Run 1, register map, names as in the netlist:
Scale bar: 20 um.
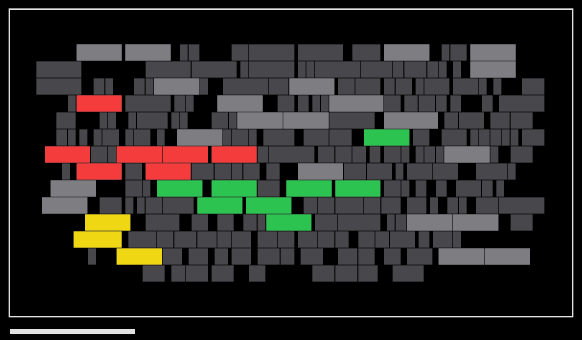
Run 1, cell classes on the final placement:
Scale bar: 20 um. Fill, decap, tap and diode cells in grey.
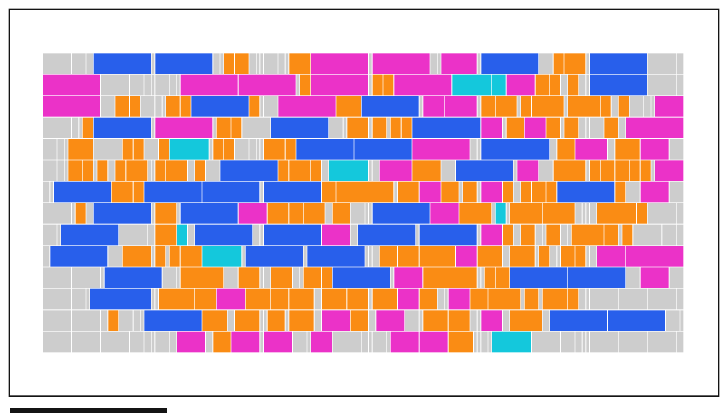
Run 1, placement density heat map:
9 x 5 tiles, from black (low) to pale yellow (high), 0 to 100% covered.
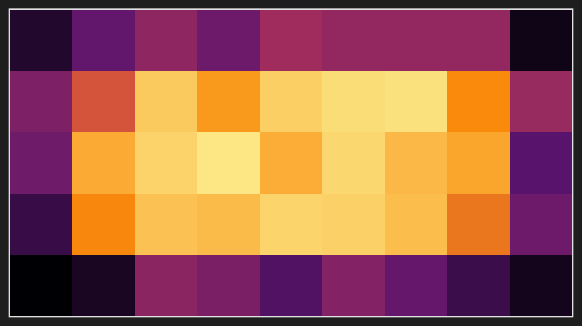
$ cat src/rtl/serial_adder_pkg.sv
// Shared types and helpers for the serial adder.
package serial_adder_pkg;

  // Control FSM states
  typedef enum logic [1:0] {
    S_IDLE = 2'd0,
    S_RUN  = 2'd1,
    S_DONE = 2'd2
  } state_e;

  // Chunk counter width: enough bits to index N chunks, never narrower than 1
  function automatic int cnt_width(input int n);
    return (n > 1) ? $clog2(n) : 1;
  endfunction

endpackage

$ cat src/rtl/fa_cell.sv
// One-bit full adder; chained CHUNK-deep to form the per-cycle adder slice.
module fa_cell (
  input  logic a,
  input  logic b,
  input  logic ci,
  output logic s,
  output logic co
);

  // Sum and majority carry
  always_comb begin
    s  = a ^ b ^ ci;
    co = (a & b) | (a & ci) | (b & ci);
  end

endmodule

$ cat src/rtl/serial_adder.sv
// Multi-cycle adder/subtractor: adds CHUNK bits per cycle, LSB first,
// through a ripple chain of fa_cell instances and a carry register.
module serial_adder
  import serial_adder_pkg::*;
#(
  parameter int WIDTH = 8,
  parameter int CHUNK = 1
) (
  input  logic             clk,
  input  logic             rst,
  input  logic             start,
  input  logic             sub,
  input  logic [WIDTH-1:0] a,
  input  logic [WIDTH-1:0] b,
  input  logic             cin,
  output logic             busy,
  output logic             done,
  output logic [WIDTH-1:0] sum,
  output logic             cout,
  output logic             ovf
);

  localparam int N  = WIDTH / CHUNK;
  localparam int CW = cnt_width(N);
  localparam logic [CW-1:0] LAST = CW'(N - 1);

  // Reject illegal parameter combinations at elaboration
  if (WIDTH < 2 || WIDTH > 64) begin : g_bad_width
    $error("serial_adder: WIDTH must be in 2..64");
  end
  if (CHUNK < 1 || (WIDTH % CHUNK) != 0) begin : g_bad_chunk
    $error("serial_adder: WIDTH must be an integer multiple of CHUNK");
  end

  state_e state_q, state_d;

  // Operands shift right one chunk per RUN cycle so the active chunk is
  // always in the low bits; b is stored pre-inverted for subtraction.
  logic [WIDTH-1:0] a_q, a_d;
  logic [WIDTH-1:0] b_q, b_d;
  // Partial result fills from the top, so after N chunks it is aligned
  logic [WIDTH-1:0] res_q, res_d;
  logic             carry_q, carry_d;
  logic [CW-1:0]    cnt_q, cnt_d;
  logic [WIDTH-1:0] sum_q, sum_d;
  logic             cout_q, cout_d;
  logic             ovf_q, ovf_d;

  // Ripple chain for the current chunk
  logic [CHUNK:0]         c;
  logic [CHUNK-1:0]       s_chunk;
  logic [WIDTH+CHUNK-1:0] res_ext;
  logic                   last_chunk;

  assign c[0] = carry_q;

  for (genvar i = 0; i < CHUNK; i++) begin : g_fa
    fa_cell u_fa (
      .a  (a_q[i]),
      .b  (b_q[i]),
      .ci (c[i]),
      .s  (s_chunk[i]),
      .co (c[i+1])
    );
  end

  assign res_ext    = {s_chunk, res_q};
  assign last_chunk = (cnt_q == LAST);

  // State register
  always_ff @(posedge clk) begin
    if (rst) state_q <= S_IDLE;
    else     state_q <= state_d;
  end

  // Next-state logic; start only matters in IDLE
  always_comb begin
    state_d = state_q;
    case (state_q)
      S_IDLE:  if (start) state_d = S_RUN;
      S_RUN:   if (last_chunk) state_d = S_DONE;
      S_DONE:  state_d = S_IDLE;
      default: state_d = S_IDLE;
    endcase
  end

  // FSM outputs
  always_comb begin
    busy = (state_q != S_IDLE);
    done = (state_q == S_DONE);
  end

  // Datapath next-state: capture in IDLE, step one chunk per RUN cycle,
  // publish the result on the final chunk (the edge that enters DONE)
  always_comb begin
    a_d     = a_q;
    b_d     = b_q;
    res_d   = res_q;
    carry_d = carry_q;
    cnt_d   = cnt_q;
    sum_d   = sum_q;
    cout_d  = cout_q;
    ovf_d   = ovf_q;
    case (state_q)
      S_IDLE: begin
        if (start) begin
          a_d     = a;
          b_d     = sub ? ~b : b;
          carry_d = sub ? ~cin : cin;
          cnt_d   = '0;
          res_d   = '0;
        end
      end
      S_RUN: begin
        a_d     = a_q >> CHUNK;
        b_d     = b_q >> CHUNK;
        res_d   = res_ext[WIDTH+CHUNK-1:CHUNK];
        carry_d = c[CHUNK];
        cnt_d   = cnt_q + CW'(1);
        if (last_chunk) begin
          sum_d  = res_ext[WIDTH+CHUNK-1:CHUNK];
          cout_d = c[CHUNK];
          // carry into MSB vs carry out of MSB
          ovf_d  = c[CHUNK-1] ^ c[CHUNK];
        end
      end
      default: ;
    endcase
  end

  // Datapath registers
  always_ff @(posedge clk) begin
    if (rst) begin
      a_q     <= '0;
      b_q     <= '0;
      res_q   <= '0;
      carry_q <= 1'b0;
      cnt_q   <= '0;
      sum_q   <= '0;
      cout_q  <= 1'b0;
      ovf_q   <= 1'b0;
    end else begin
      a_q     <= a_d;
      b_q     <= b_d;
      res_q   <= res_d;
      carry_q <= carry_d;
      cnt_q   <= cnt_d;
      sum_q   <= sum_d;
      cout_q  <= cout_d;
      ovf_q   <= ovf_d;
    end
  end

  assign sum  = sum_q;
  assign cout = cout_q;
  assign ovf  = ovf_q;

endmodule

$ cat config.mk
export PLATFORM = sky130hd
export DESIGN_NAME = serial_adder
export DESIGN_NICKNAME = d
export VERILOG_FILES = /design/src/rtl/serial_adder_pkg.sv /design/src/rtl/fa_cell.sv /design/src/rtl/serial_adder.sv
export SDC_FILE = /design/constraint.sdc
export NUM_CORES = 1
export LEC_CHECK = 0
export ABC_CLOCK_PERIOD_IN_PS = 1420
export CAP_MARGIN = 20
export CORE_ASPECT_RATIO = 0.5
export CORE_MARGIN = 4
export CORE_UTILIZATION = 51
export CTS_CLUSTER_DIAMETER = 80
export CTS_CLUSTER_SIZE = 20
export DETAILED_ROUTE_END_ITERATION = 6
export PLACE_DENSITY = 0.8
export SKIP_CTS_REPAIR_TIMING = 1
export SLEW_MARGIN = 20
export SYNTH_ARGS = -nofsm -noshare
export SYNTH_HDL_FRONTEND = slang
export SYNTH_SLANG_ARGS = --single-unit
$ cat constraint.sdc
create_clock -name clk -period 1.42 [get_ports clk]
set_input_delay 0.355 -clock clk [delete_from_list [all_inputs] [get_ports clk]]
set_output_delay 0.355 -clock clk [all_outputs]
set_load 0.1 [all_outputs]
==> results.yml, run 1 <==
# synthesis and place-and-route metrics
finish:
  area_growth_pct: 39.55
  sh_seq_area_pct: 33.05
  drive_gt1_share_pct: 22.75
  nets: 256
  comb_cells: 130
  clk_share_pct: 3.405
  num-clock-buffers: 7
yosys:
  synth-simple-area-share_pct: 13.82
  avgSynthCellArea_um2: 8.915
  xor_share_pct: 5.117
  top_cell_area_share_pct: 45.61
  compound_area_share_pct: 25.15
  ys_area_mm2: 0.001712
  top_cell: "dfxtp_1"
drt:
  viasPerCell: 5.645
  drt_iter0_markers: 94
  drt-pass1-iter-count: 4
clocking:
  insertion_delay_ns: 0.29
  path_clk_slew_ns: 0.07
power_and_ir_drop:
  p_clk_mw: 0.717
  combPwrFrac_pct: 15.3
  p_per_area_mw_per_mm2: 934.2
critical_path:
  startpoint: "state_q[0]$_SDFFE_PP0P_"
  cp_num_buf_inv: 2
sta:
  setup_viol: 1
  fin_skew_ns: 0.007942
  fin_ws_ns: -0.002452
  worst_slew_pin_slew_ns: 0.2724
floorplan:
  chipWidth_um: 89.93
outcome:
  outcome: "finished, violations left"
  violations: "negative setup slack"
global_route:
  grt_pass1_wl_um: 6541
## Picture notes: 'register map, names as in the netlist'
Red marks `res_q`, placed flops 7, where left middle. Green marks `b_q`, placed flops 8, where middle. Yellow marks `cnt_q`, placed flops 3.
Another 21 sequential cells are not coloured.

## Picture notes: 'cell classes on the final placement'
Magenta marks other buffers and delay cells, cells 48. Orange marks combinational and other logic, cells 138. Cyan marks clock drivers and dummy loads, cells 8. Blue marks flops, cells 39.
FP Rows: 14
Final Cell Area: 0.002389 mm2

## Picture notes: 'placement density heat map'
The fullest tile reaches 95%. The densest ninth of the die: middle. The mean over all tiles is 53%.
Initial Util: 55.21%
core area: 0.003100 mm2
final core utilization: 77.04%

Run 1, routing congestion:
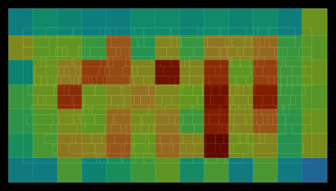

==> run 1 -> run 2 <==
Settings changed: GPL_ROUTABILITY_DRIVEN from default to 0, PLACE_DENSITY 0.8 to 0.79.
Run 2, routing congestion:
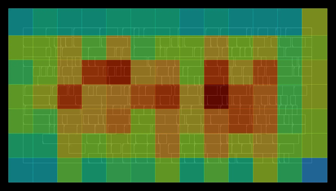
overall routing resource usage: 18.03%
Wirelength per Cell: 15.25 um
GR met1 Demand/Resource: 22.76%
GR Layer Usage met2: 28.98%

==> run 2 against run 1 <==
Against the previous run: critical path type unchanged; via count is 0.84% higher; core utilization increased by 3.5 points; highest routed layer unchanged; largest cell class unchanged; worst setup slack got worse by 0.11 ns; sequential power is essentially flat; the run still ends with negative setup slack left; routed wire length up 2.3%; worst hold slack improved by 0.0089 ns.
==> results.yml, run 2 <==
# synthesis and place-and-route metrics
clocking:
  insertion_delay_ns: 0.29
  path_clk_slew_ns: 0.08
finish:
  num-clock-buffers: 5
  area_growth_pct: 45.83
  sh_seq_area_pct: 31.48
  layout.nonclk_buf_share_pct: 26.87
  fin_util_pct: 80.51
  drive_gt1_share_pct: 27.08
  comb_cells: 131
  clk_share_pct: 3.358
  nets: 263
drt:
  viasPerCell: 5.550
  drt_iter0_markers: 87
  drt-pass1-iter-count: 4
outcome:
  violations: "negative setup slack"
  outcome: "finished, violations left"
yosys:
  ys_area_mm2: 0.001712
  top_cell_area_share_pct: 45.61
  top_cell: "dfxtp_1"
  xor_share_pct: 5.117
  avgSynthCellArea_um2: 8.915
  compound_area_share_pct: 25.15
floorplan:
  rows: 14
  fp_util_pct: 55.21
  chipWidth_um: 89.93
  core-area_mm2: 0.003100
sta:
  setup_viol: 3
  worst_slew_pin_slew_ns: 0.7236
  fin_ws_ns: -0.1145
  fin_skew_ns: 0.003987
critical_path:
  startpoint: "state_q[1]$_SDFFE_PP0P_"
  r2r_start: "state_q[0]$_SDFFE_PP0P_"
power_and_ir_drop:
  p_per_area_mw_per_mm2: 896.3
  p_clk_mw: 0.722
  combPwrFrac_pct: 15.3
global_route:
  grt_pass1_wl_um: 6451
Power figures rest on the tool's default switching activity, not on a simulated workload.
